===== src/rtl/pipe_ctrl_chain.sv =====
// -----------------------------------------------------------------------------
// pipe_ctrl_chain
//
// Purpose:
//   Control-word pipeline that carries decoded control words from the ID stage
//   through STAGES chained registers (stage 0 = EX ... stage STAGES-1 = WB).
//   Each stage has a valid bit. The chain supports a global stall (hold),
//   NOP insertion at stage 0 (bubble), a per-stage flush, and two wrap-around
//   counters: instructions retired into the last stage, and bubbles inserted.
//
//   A stage whose valid bit is 0 always holds exactly NOP_WORD. Downstream
//   logic can therefore use the stage word without gating it by valid.
//
// Ports:
//   clk_i            sole clock, rising edge
//   reset_i          synchronous, active-high reset
//   in_ctrl_i        [W]        decoded control word from ID
//   in_valid_i       [1]        in_ctrl_i is a real instruction
//   bubble_i         [1]        load a NOP into stage 0 this cycle
//   hold_i           [1]        global stall for all non-flushed stages
//   flush_mask_i     [STAGES]   bit i clears stage i on this edge
//   in_ready_o       [1]        ID may advance (combinational ~hold & ~bubble)
//   stage_ctrl_o     [STAGES*W] stage i word at bits [i*W +: W]
//   stage_valid_o    [STAGES]   per-stage valid bits
//   wb_rf_enable_o   [1]        last stage valid and its RF-enable bit set
//   retire_count_o   [CNT_W]    valid words that entered the last stage, wraps
//   bubble_count_o   [CNT_W]    bubbles inserted into stage 0, wraps
// -----------------------------------------------------------------------------
module pipe_ctrl_chain #(
    parameter int          W        = 16,
    parameter int          STAGES   = 3,
    parameter logic [W-1:0] NOP_WORD = {W{1'b0}},
    parameter int          RFE_BIT  = 0,
    parameter int          CNT_W    = 16
) (
    input  logic                  clk_i,
    input  logic                  reset_i,
    input  logic [W-1:0]          in_ctrl_i,
    input  logic                  in_valid_i,
    input  logic                  bubble_i,
    input  logic                  hold_i,
    input  logic [STAGES-1:0]     flush_mask_i,
    output logic                  in_ready_o,
    output logic [STAGES*W-1:0]   stage_ctrl_o,
    output logic [STAGES-1:0]     stage_valid_o,
    output logic                  wb_rf_enable_o,
    output logic [CNT_W-1:0]      retire_count_o,
    output logic [CNT_W-1:0]      bubble_count_o
);

    // Stage words packed so that stage i lands at bits [i*W +: W] when the
    // whole array is flattened onto stage_ctrl_o.
    logic [STAGES-1:0][W-1:0] word_q;
    logic [STAGES-1:0][W-1:0] word_d;
    logic [STAGES-1:0]        valid_q;
    logic [STAGES-1:0]        valid_d;
    logic [CNT_W-1:0]         retire_q;
    logic [CNT_W-1:0]         retire_d;
    logic [CNT_W-1:0]         bubble_q;
    logic [CNT_W-1:0]         bubble_d;

    // Event strobes for the counters.
    logic                     retire_inc_s;
    logic                     bubble_inc_s;

    // A valid word moves into the last stage only when the chain advances
    // and the last stage is not being flushed on the same edge.
    // A bubble is counted only when stage 0 actually advances into a NOP,
    // i.e. not during a stall and not when stage 0 is flushed anyway.
    // Counter strobes: derived from the current state and this cycle's controls.
    always_comb begin
        retire_inc_s = 1'b0;
        bubble_inc_s = 1'b0;
        if (!hold_i && !flush_mask_i[STAGES-1] && valid_q[STAGES-2]) begin
            retire_inc_s = 1'b1;
        end else begin
            retire_inc_s = 1'b0;
        end
        if (!hold_i && !flush_mask_i[0] && bubble_i) begin
            bubble_inc_s = 1'b1;
        end else begin
            bubble_inc_s = 1'b0;
        end
    end

    // Stage 0 next state: flush beats hold, hold beats advance. On advance a
    // bubble or an invalid input both load the NOP word with valid cleared.
    always_comb begin
        word_d[0]  = word_q[0];
        valid_d[0] = valid_q[0];
        if (flush_mask_i[0]) begin
            word_d[0]  = NOP_WORD;
            valid_d[0] = 1'b0;
        end else if (hold_i) begin
            word_d[0]  = word_q[0];
            valid_d[0] = valid_q[0];
        end else if (bubble_i || !in_valid_i) begin
            word_d[0]  = NOP_WORD;
            valid_d[0] = 1'b0;
        end else begin
            word_d[0]  = in_ctrl_i;
            valid_d[0] = 1'b1;
        end
    end

    // Stages 1..STAGES-1 next state: same priority, advancing copies the
    // upstream stage's word and valid bit unchanged.
    always_comb begin
        for (int i = 1; i < STAGES; i++) begin
            word_d[i]  = word_q[i];
            valid_d[i] = valid_q[i];
            if (flush_mask_i[i]) begin
                word_d[i]  = NOP_WORD;
                valid_d[i] = 1'b0;
            end else if (hold_i) begin
                word_d[i]  = word_q[i];
                valid_d[i] = valid_q[i];
            end else begin
                word_d[i]  = word_q[i-1];
                valid_d[i] = valid_q[i-1];
            end
        end
    end

    // Counter next state: plain modulo-2^CNT_W increment, no saturation.
    always_comb begin
        retire_d = retire_q;
        bubble_d = bubble_q;
        if (retire_inc_s) begin
            retire_d = retire_q + CNT_W'(1);
        end else begin
            retire_d = retire_q;
        end
        if (bubble_inc_s) begin
            bubble_d = bubble_q + CNT_W'(1);
        end else begin
            bubble_d = bubble_q;
        end
    end

    // State registers: reset overrides hold, flush and bubble on the same edge.
    always_ff @(posedge clk_i) begin
        if (reset_i) begin
            for (int i = 0; i < STAGES; i++) begin
                word_q[i] <= NOP_WORD;
            end
            valid_q  <= {STAGES{1'b0}};
            retire_q <= {CNT_W{1'b0}};
            bubble_q <= {CNT_W{1'b0}};
        end else begin
            word_q   <= word_d;
            valid_q  <= valid_d;
            retire_q <= retire_d;
            bubble_q <= bubble_d;
        end
    end

    // Outputs: everything comes straight from registers except in_ready_o,
    // which must react in the same cycle so ID does not advance into a stall
    // or bubble, and wb_rf_enable_o, which is a gate of registered bits only.
    assign in_ready_o     = ~hold_i & ~bubble_i;
    assign stage_ctrl_o   = word_q;
    assign stage_valid_o  = valid_q;
    assign wb_rf_enable_o = valid_q[STAGES-1] & word_q[STAGES-1][RFE_BIT];
    assign retire_count_o = retire_q;
    assign bubble_count_o = bubble_q;

endmodule

===== config.mk =====
export PLATFORM = sky130hd
export DESIGN_NAME = pipe_ctrl_chain
export DESIGN_NICKNAME = d
export VERILOG_FILES = /design/src/rtl/pipe_ctrl_chain.sv
export SDC_FILE = /design/constraint.sdc
export NUM_CORES = 1
export LEC_CHECK = 0
export CORE_MARGIN = 5
export CORE_UTILIZATION = 45
export DETAILED_ROUTE_END_ITERATION = 10
export HOLD_SLACK_MARGIN = 0.06
export PLACE_DENSITY = 0.79
export SYNTH_ARGS = -nofsm -noshare
export SYNTH_HDL_FRONTEND = slang
export SYNTH_SLANG_ARGS = --single-unit

===== constraint.sdc =====
create_clock -name clk_i -period 2.8 [get_ports clk_i]
set_input_delay 0.56 -clock clk_i [delete_from_list [all_inputs] [get_ports clk_i]]
set_output_delay 0.56 -clock clk_i [all_outputs]
set_load 0.01 [all_outputs]

Fig. 1: signal wires by layer
Drawn at 3 px/um. Two of the layers only.
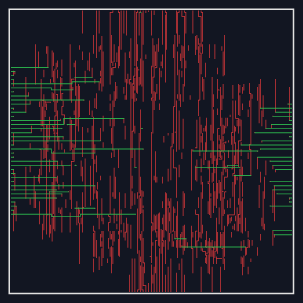
- green: met3 (wire length 719 um)
- red: met2 (wire length 3780 um)

Fig. 2: cell outlines without signal wires
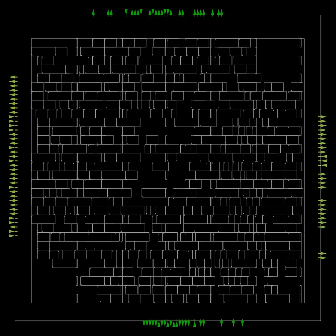
fin util: 66.2%
Row Count: 30

Fig. 3: pin map
Drawn at 4 px/um. Pins as bars across the die edge, other pins in grey.
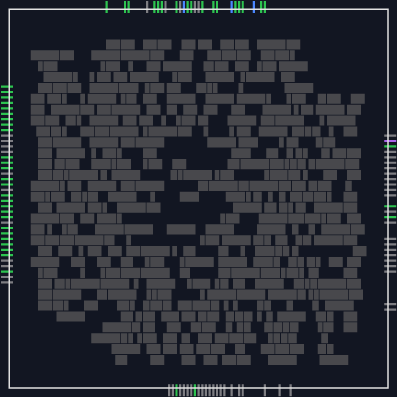
- purple: wb_rf_enable_o (pins 1; direction output; edge east)
- blue: stage_valid_o (pins 3; direction output; edge north)
- green: stage_ctrl_o (pins 48; direction output; edge 26 west, 17 north, 3 east, 2 south)
- all pins by edge: 37 west, 25 east, 25 north, 22 south

Fig. 4: wires at chosen ports, followed through buffers
Drawn at 3 px/um.
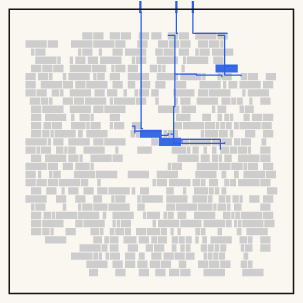
- blue: stage_valid_o (bits 3; direction output; end cells 3; buffers 4; wire 199 um)

Fig. 5: the metal 2 layer
Drawn at 4 px/um.
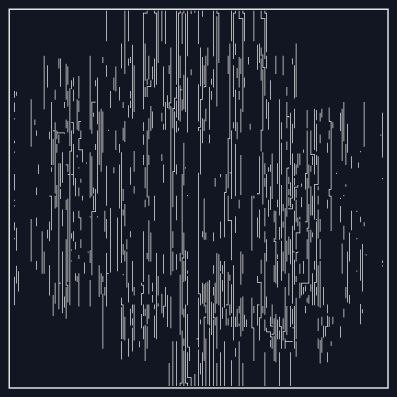
- nets with wire on the layer: 403
- wire length on this layer: 3780 um
- share of all routed wire: 47%
- longest straight run: 42.2 um
- main direction: vertical

==> impl_metrics.py <==
# Synthesis and PnR figures
metrics = {
    "worst_setup_path": {
        "path_cells": "clkdlybuf4s50_1 > nor2_1 > clkdlybuf4s50_1",
        "critical_path_depth": 3,
        "cpMostUsedCell": "clkdlybuf4s50_1",
        "crit_family": "buffers and inverters",
        "path_class": "input pin to primary output",
        "cp_slowest_cell": "clkdlybuf4s50_1",
        "crit_fanout": 3,
        "cp.arrival_ns": 1.70,
    },
    "layout": {
        "drive_gt1_share_pct": 6.73,
        "num-clock-buffers": 11,
        "lay_top_cells": "107 x clkdlybuf4s50_1, 83 x dfxtp_1, 72 x nor2_1",
        "comb_share_pct": 31.8,
        "logic_area_um2": 1450,
        "num_antenna_cells": 0,
        "dominant_cells": "registers",
        "nNonClkBuffers": 114,
        "comb_cells": 230,
        "num-nonclk-inverters": 3,
        "area.growth.synth_to_final_pct": 42.3,
        "seq_area_share_pct": 36.5,
        "seq_cells": 83,
    },
    "timing": {
        "setup_viol_count_final": 0,
        "skew_ns": 0.0119,
        "fin_crit_sh_pct": 80.6,
        "tns_ns": 0,
        "slew_violations": 0,
        "tightestPinTransition_ns": 0.722,
        "hold_viol": 0,
        "rsz0062_at_grt": "no",
    },
    "logic_synthesis": {
        "synthTopCellsByCount": "83 x dfxtp_1, 72 x nor2_1, 36 x mux2i_1",
        "postSynth.asyncResetShare_pct": 0,
        "syn_area_per_cell_um2": 9.54,
        "edf_count": 0,
        "fp_nets": 361,
        "ys_chip_area_um2": 3200,
        "yosysTopAreaCell": "dfxtp_1",
        "yosysTopAreaCellShare_pct": 52.0,
        "yosysMostFrequentCell": "dfxtp_1",
        "synth_cell_types": 32,
        "yosysWarningCount": 0,
        "syn_area_um2": 3200,
    },
    "hold_path": {
        "min_from": "bubble_count_o[15]$_SDFFE_PP0P_",
    },
    "routing": {
        "drtPass1Iterations": 4,
        "highest_layer": "met4",
        "wl_per_cell_um": 14.9,
        "dr_total_vias": 2779,
        "met2_length_um": 3780,
        "drc_errors": 0,
        "wl_met3_um": 719,
    },
    "global_routing": {
        "grt_pass1_wl_um": 13000,
        "grt_pass1_vias": 2691,
        "grt_max_degree": 52,
    },
    "cts": {
        "post_cts_buffers": 0,
        "tritoncts.num_buffers": 9,
        "cts_buffer_depth": 2,
        "cts_root_buf": "clkbuf_8",
        "cts_tree": "done",
        "ctsResizeCount": 0,
        "h-tree-depth": 3,
    },
    "die": {
        "die_x_um": 94.3,
        "die_h_um": 94.3,
    },
    "placed_design": {
        "dp_hpwl_um": 5720,
        "io_buffer_count": 108,
        "placed_area_um2": 4360,
    },
    "outcome": {
        "status": "finished clean",
    },
    "power_and_ir_drop": {
        "switchingPower_uw": 485,
        "clk-power_uw": 794,
        "power_frac_clock_pct": 37.8,
        "pwr-share-comb_pct": 5.6,
        "p_sw_share_pct": 23.1,
        "worst_ir_drop_vdd_uv": 303,
        "top_power_group": "sequential cells",
        "p_seq_uw": 1190,
        "powerComb_uw": 118,
    },
    "run": {
        "max-cap-violations": 0,
    },
}
worst max path at each step:
stage,slack (ns),start,end
after floorplan,0.67,hold_i,retire_count_o[15]$_SDFFE_PP0P_
after global placement,0.32,flush_mask_i[2],retire_count_o[14]$_SDFFE_PP0P_
after detailed placement,0.30,flush_mask_i[2],retire_count_o[12]$_SDFFE_PP0P_
after CTS,0.53,bubble_i,in_ready_o
after global routing,0.49,bubble_i,in_ready_o
final,0.54,bubble_i,in_ready_o
worst register-to-register path: stages, from the launching register on:
cell	delay, ns
dfxtp_1	0.34
or3b_1	0.39
or4_4	0.57
or4_1	0.41
nand2_1	0.07
stage by stage:
| stage | power, uW | cells | utilization [%] | hold WS [ns] | worst slack [ns] |
|---|---|---|---|---|---|
| after floorplan | 1280 | 335 | - | 0.496 | 0.672 |
| after global placement | 1330 | 526 | 63.5 | 0.461 | 0.324 |
| after detailed placement | 1340 | 526 | 63.5 | 0.471 | 0.300 |
| after CTS | 2130 | 542 | 66.2 | 0.483 | 0.534 |
| after global routing | 2190 | 542 | 66.2 | 0.492 | 0.487 |
| final | 2100 | 542 | 66.2 | 0.479 | 0.544 |
sequential cells by signal (all words and copies together) (netlist names):
signal          count
stage_ctrl_o       48
bubble_count_o     16
retire_count_o     16
stage_valid_o       3
routing by layer:
layer,vias up,global-route usage (%)
li1,1374,-
met1,1312,22.9
met2,84,29.0
met3,9,7.45
met4,0,6.02
met5,-,0
cells by family after synthesis:
| logic type | count (synthesis) | synth area share, % |
|---|---|---|
| simple gates | 135 | 20.8 |
| flops | 83 | 52.0 |
| compound gates | 39 | 7.44 |
| mux | 36 | 11.3 |
| buf+inv | 22 | 2.82 |
| xor+xnor | 18 | 4.93 |
| fa+ha+maj | 2 | 0.783 |
Power and IR drop assume default switching activity.
